File: config.mk
export PLATFORM = sky130hd
export DESIGN_NAME = branch_predictor_btb
export DESIGN_NICKNAME = d
export VERILOG_FILES = /design/src/rtl/branch_predictor_btb.sv
export SDC_FILE = /design/constraint.sdc
export NUM_CORES = 1
export LEC_CHECK = 0
export CAP_MARGIN = 10
export CORE_MARGIN = 2
export CORE_UTILIZATION = 25
export CTS_BUF_LIST = sky130_fd_sc_hd__clkbuf_16
export DETAILED_ROUTE_END_ITERATION = 6
export GPL_TIMING_DRIVEN = 0
export PLACE_DENSITY = 0.48
export SETUP_SLACK_MARGIN = 0.5
export SYNTH_ARGS = -nofsm -noshare
export SYNTH_HDL_FRONTEND = slang
export SYNTH_SLANG_ARGS = --single-unit
File: constraint.sdc
create_clock -name clk -period 4.4 [get_ports clk]
set_clock_uncertainty 0.1 [all_clocks]
set_input_delay 0.88 -clock clk [delete_from_list [all_inputs] [get_ports clk]]
set_output_delay 0.88 -clock clk [all_outputs]
set_load 0.005 [all_outputs]
File: src/rtl/branch_predictor_btb.sv
// Branch target buffer with per-entry saturating direction counters.
// Zero-latency lookup from registered state; trained by execute, reports mispredicts.
module branch_predictor_btb #(
  parameter int ADDR_W  = 16,
  parameter int ENTRIES = 16,
  parameter int CTR_W   = 2,
  parameter int CNT_W   = 16
) (
  input  logic              clk,
  input  logic              rst,
  input  logic [ADDR_W-1:0] lookup_pc,
  output logic              pred_hit,
  output logic              pred_taken,
  output logic [ADDR_W-1:0] pred_target,
  input  logic              upd_valid,
  input  logic [ADDR_W-1:0] upd_pc,
  input  logic              upd_uncond,
  input  logic              upd_taken,
  input  logic [ADDR_W-1:0] upd_target,
  input  logic              upd_pred_taken,
  input  logic [ADDR_W-1:0] upd_pred_tgt,
  input  logic              flush,
  output logic              mispredict,
  output logic [CNT_W-1:0]  mispred_cnt,
  output logic [CNT_W-1:0]  upd_cnt,
  output logic              err
);

  localparam int IDX_W = $clog2(ENTRIES);
  localparam int TAG_W = ADDR_W - IDX_W - 1;
  localparam logic [CTR_W-1:0] CTR_MAX = '1;
  localparam logic [CTR_W-1:0] CTR_WNT = CTR_MAX >> 1;
  localparam logic [CTR_W-1:0] CTR_WT  = ~CTR_WNT;

  if (ENTRIES < 2 || (ENTRIES & (ENTRIES - 1)) != 0 || CTR_W < 1 || CNT_W < 1 || TAG_W < 1) begin : g_param_chk
    $error("branch_predictor_btb: illegal parameter combination");
  end

  logic              valid_q [ENTRIES];
  logic [TAG_W-1:0]  tag_q   [ENTRIES];
  logic [ADDR_W-1:0] tgt_q   [ENTRIES];
  logic [CTR_W-1:0]  ctr_q   [ENTRIES];

  logic [IDX_W-1:0] lk_idx, up_idx;
  logic [TAG_W-1:0] lk_tag, up_tag;
  logic             up_hit, accept;
  logic [CTR_W-1:0] up_ctr;

  assign lk_idx = lookup_pc[IDX_W:1];
  assign lk_tag = lookup_pc[ADDR_W-1:IDX_W+1];
  assign up_idx = upd_pc[IDX_W:1];
  assign up_tag = upd_pc[ADDR_W-1:IDX_W+1];

  assign pred_hit    = valid_q[lk_idx] && (tag_q[lk_idx] == lk_tag);
  assign pred_taken  = pred_hit && ctr_q[lk_idx][CTR_W-1];
  assign pred_target = pred_hit ? tgt_q[lk_idx] : '0;

  assign err        = upd_valid & upd_pc[0];
  assign accept     = upd_valid & ~err;
  assign mispredict = accept & ((upd_pred_taken != upd_taken) |
                                (upd_taken & (upd_pred_tgt != upd_target)));

  assign up_hit = valid_q[up_idx] && (tag_q[up_idx] == up_tag);

  always_comb begin
    up_ctr = ctr_q[up_idx];
    if (upd_uncond)
      up_ctr = CTR_MAX;
    else if (upd_taken) begin
      if (ctr_q[up_idx] != CTR_MAX) up_ctr = ctr_q[up_idx] + 1'b1;
    end else begin
      if (ctr_q[up_idx] != '0) up_ctr = ctr_q[up_idx] - 1'b1;
    end
  end

  always_ff @(posedge clk) begin
    if (rst) begin
      for (int i = 0; i < ENTRIES; i++) begin
        valid_q[i] <= 1'b0;
        tag_q[i]   <= '0;
        tgt_q[i]   <= '0;
        ctr_q[i]   <= CTR_WNT;
      end
      mispred_cnt <= '0;
      upd_cnt     <= '0;
    end else begin
      if (accept) begin
        if (up_hit) begin
          ctr_q[up_idx] <= up_ctr;
          if (upd_taken) tgt_q[up_idx] <= upd_target;
        end else if (upd_taken) begin
          valid_q[up_idx] <= 1'b1;
          tag_q[up_idx]   <= up_tag;
          tgt_q[up_idx]   <= upd_target;
          ctr_q[up_idx]   <= upd_uncond ? CTR_MAX : CTR_WT;
        end
        if (upd_cnt != '1) upd_cnt <= upd_cnt + 1'b1;
        if (mispredict && mispred_cnt != '1) mispred_cnt <= mispred_cnt + 1'b1;
      end
      // flush overrides any same-cycle allocation; ctr/tag/target survive
      if (flush) begin
        for (int i = 0; i < ENTRIES; i++) valid_q[i] <= 1'b0;
      end
    end
  end

endmodule

met3.png
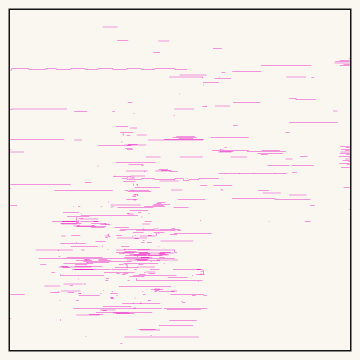
- main direction: horizontal
- longest straight run: 131 um
- share of all routed wire: 5.7%
- nets with wire on the layer: 226
total wire length after detailed routing: 90,730 um
global routing met3 resource utilization: 0.02568
number of vias in the routed layout: 17.49k

==> metrics.sh <==
NUM-NONCLK-INVERTERS=14
PRECTSSETUPSLACK_NS=-1.942
HOLD_PATH_CLASS='reg2reg'
NUMSEQUENTIALCELLS=512
DESIGN.FINAL.NETS=2157
NETLIST.TOP_CELL.BY_AREA='sky130_fd_sc_hd__edfxtp_1'
LAYOUT_TOP_CELL='sky130_fd_sc_hd__edfxtp_1'
WARNINGS=30
DIE_WIDTH_UM=327.5
SETUP.WORST_PATH.START_CLASS='input pin'
NON_CLOCK_BUFFER_AREA_SHARE=0.08263
CLOCKNETWORKPOWER_mW=4.68
FRACTION_OF_THE_CORE_AREA_COVERED_BY_CELLS_AT_THE_END_OF_THE_FLOW=0.3115
CLOCK_POWER_SHARE=0.403
CPMAXSTAGEDELAYCELL='sky130_fd_sc_hd__mux4_2'
AREA_DOMINANT_CLASS='sequential cells'
PWR.GROUP.SEQUENTIAL_mW=5.61
CRITICAL_PATH_REQUIRED_NS=3.42
CP-STARTPOINT='lookup_pc[1]'
HOLD_PATH_DEPTH=1
GRT_PASS1_VIAS=18050
INSERTION_DELAY_NS=0.66
OUTCOME='finished, violations left'
SYNTH_FLOPS=512
SYNTH.TOP_CELLS.BY_COUNT='464 x sky130_fd_sc_hd__edfxtp_1, 382 x sky130_fd_sc_hd__and2_1, 177 x sky130_fd_sc_hd__mux4_2, 99 x sky130_fd_sc_hd__clkbuf_1, 73 x sky130_fd_sc_hd__mux2i_1'
SYNTH.AREA.MUX_SHARE=0.1812
GLOBAL_ROUTE_WIRE_LENGTH_BEFORE_REPAIR_UM=129800
SYNTH_ASYNC_SR_FLOP_SHARE=0
YOSYS.AREA.TOP_TYPE_SHARE=0.5327
COMB_SHARE=0.3441
DEPTH_OF_THE_CTS_H_TREE=2
ADDER_CELL_FRACTION_OF_SYNTH_AREA=0.0009567
INITIAL_ANTENNA_VIOLATION_COUNT=5
ROWS=118
SEQUENTIAL_CELL_AREA_UM2=14890
FINAL_MIN_PERIOD_OVER_CLOCK_PERIOD=1.066
WORST_HOLD_SLACK_NS=0.4018
CRITPATHBUFINV=7
YS.WARNINGS.COUNT=0
WORSTPATHMAXFANOUT=5
INTERNAL_POWER_mW=8.673
LAYOUT.NON_CLOCK_BUFFERS=310
MAXSLEWVIOLCOUNT=0
COUNT_OF_LIBRARY_FLOPS_WITH_AN_ENABLE_PIN=464
MIN-DELAY-START='valid_q[1]'
ANT_NETS=0
GRT_UTIL_MET2=0.2782
DRV_CAP=0
POWER_FRAC_SEQ=0.483
NUMBER_OF_DRC_MARKERS_IN_ITERATION_0=1743
SYNTH_CELLS=1863
DIE_H_UM=327.5
CRITICAL_PATH.ENDPOINT='pred_target[4]'
FIN_AREA_UM2=32280
CTS_REPAIR_RESIZE_COUNT=272
SEQ_AREA_FRAC_SYNTH=0.5694
AREA_LEADERS='sky130_fd_sc_hd__edfxtp_1 53%, sky130_fd_sc_hd__mux4_2 15%, sky130_fd_sc_hd__and2_1 9.1%'
CLOCKBUFFERDEPTH=3
PIN_COUNT_OF_THE_BIGGEST_NET_ENTERING_GLOBAL_ROUTING=18
POWER_TOP_CONSUMER='sequential cells'
XOR_AREA_FRAC=0.01808
MAX-SLEW-MARGIN-REL=0.3473
LAYOUT_MIN_CYCLE_TIME_NS=4.690
YOSYS.CELL_TYPES.COUNT=61
DRIVE_GT1_FRAC=0.2496
MET3_WIRELENGTH_UM=5147
LEAKAGEPOWER_nW=10.84
SYN_TO_FINAL_GROWTH_PCT=23.42
GRTUSAGETOTAL=0.1668
DRT_PRE_ANTENNA_ITERS=6
WORST_PIN_SLEW_NS=0.9791
WORST_IR_DROP_VDD_V=0.0003141
SEQ_SHARE=0.4614
TOP_LAYER='met5'
NUM-MULTI-INPUT-GATES=1185
REG2REGPATHDEPTH=12
POSTLAYOUTSETUPSLACKWORST_NS=-0.2902
SWITCHING_SHARE=0.2536
SLOWEST_DELAY_NS=0.56
GROUTE.LAYER.MET1.USAGE=0.2179
SETUP.REG_TO_REG.WORST_SLACK_NS=0.86
CP-END-KIND='primary output'
VIOLATED_CHECKS='setup timing'
POST_SYNTH.CELL_AREA_AVG_UM2=14.04
YS_SH_AOI=0.03497
REG2REG_TO='tag_q[5][9]'
FLOORPLAN.CORE_UTIL=0.2524
SYNTH.YOSYS.NUM_CELLS=1863
TIMING.FINAL.HOLD_VIOLATIONS=0
SETUP_VIOL=18
NUM-CLOCK-BUFFERS=62
CRITICALPATHCATEGORY='in2out'
VIAS_PER_CELL=4.976
POST_SYNTH_TOP_FLOP='sky130_fd_sc_hd__edfxtp_1'
FLIP_FLOP_COUNT_OF_THE_LARGEST_REGISTER_ALL_COPIES_AND_WORDS_ADDED=256
CHIP_AREA_UM2=107200
SYNTH.COMB.LARGEST_FAMILY='multiplexers'
DETAIL_ROUTE.DRC_VIOLATIONS=0
GRT_REMAINING_OVERFLOW=0
POWER.COMBINATIONAL.TOTAL_mW=1.33
CP_TOP_FAMILY='multiplexers'
YOSYSMOSTFREQUENTCELL='sky130_fd_sc_hd__edfxtp_1'
TIMING.CRITICAL_PATH.CELLS='clkbuf_16 > buf_12 > buf_16 > mux4_2 > mux4_2 > xnor2_2 > nand4_1 > nor3_4 > buf_12 > buf_8 > buf_16 > and2_4 > buf_6'
CTS_SETUP_BUFFERS=23
NETLIST_AREA_UM2=26160
CTS-BUFFERS-INSERTED=61
TIMING.FMAX_MHz=213.2
NUMPLACEDINSTANCES=3360
WORSTSETUPPATHDEPTH=13
TOP_USAGE_LAYER='met2'
NET-SWITCHING-POWER_mW=2.947
CTS_HOLD_BUFFERS=0
DIODES=1
REGMOSTFLOPS='tgt_q'
GP_CONGESTION=0.9126
ROUTED_WIRE_LENGTH_PER_INSTANCE_UM=25.80
POWER_DENSITY_nW_PER_UM2=359.9
IO_BUFFERS=115
FIN_TOTAL_PWR_mW=11.62
CTS_TREE='done'
SYNTH-AREA-YOSYS_UM2=26160
MULTIINPUTGATEAREA_UM2=11110
WL_MET2_UM=43950
RSZ0062_AT_GRT='true'
LAYOUT.CLOCK.CELL_AREA_SHARE=0.05663
PLACED_INST_AREA_UM2=29230
COMBPWRFRAC=0.114
ROOT_BUFFER='sky130_fd_sc_hd__clkbuf_16'
CTS.CLK_SLEW.WORST_PATHS_NS=0.06
SIMPLE_GATE_AREA_FRAC=0.1673
M1WIRELENGTH_UM=38080
SETUP_TNS_NS=-4.141
final_placement.png
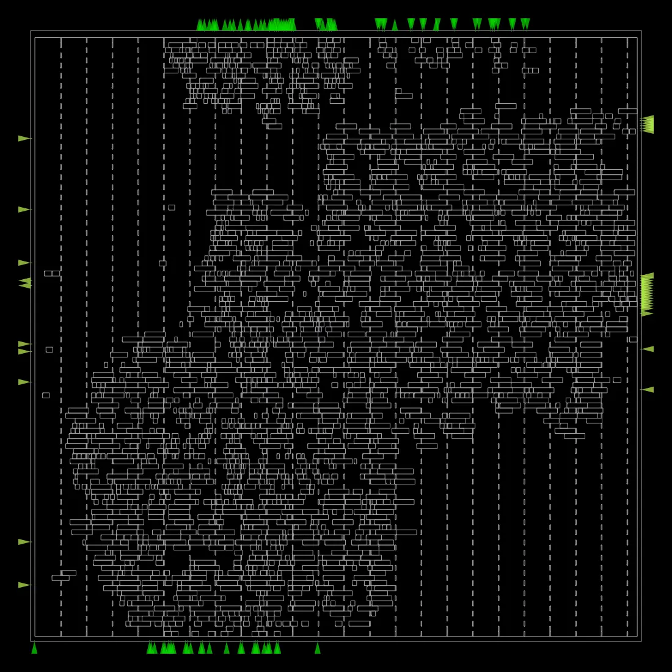
fill cell count: 10.33k
Non-Filler Instances: 3,516
core region area: 103,600 um2
Tapcells: 1,380

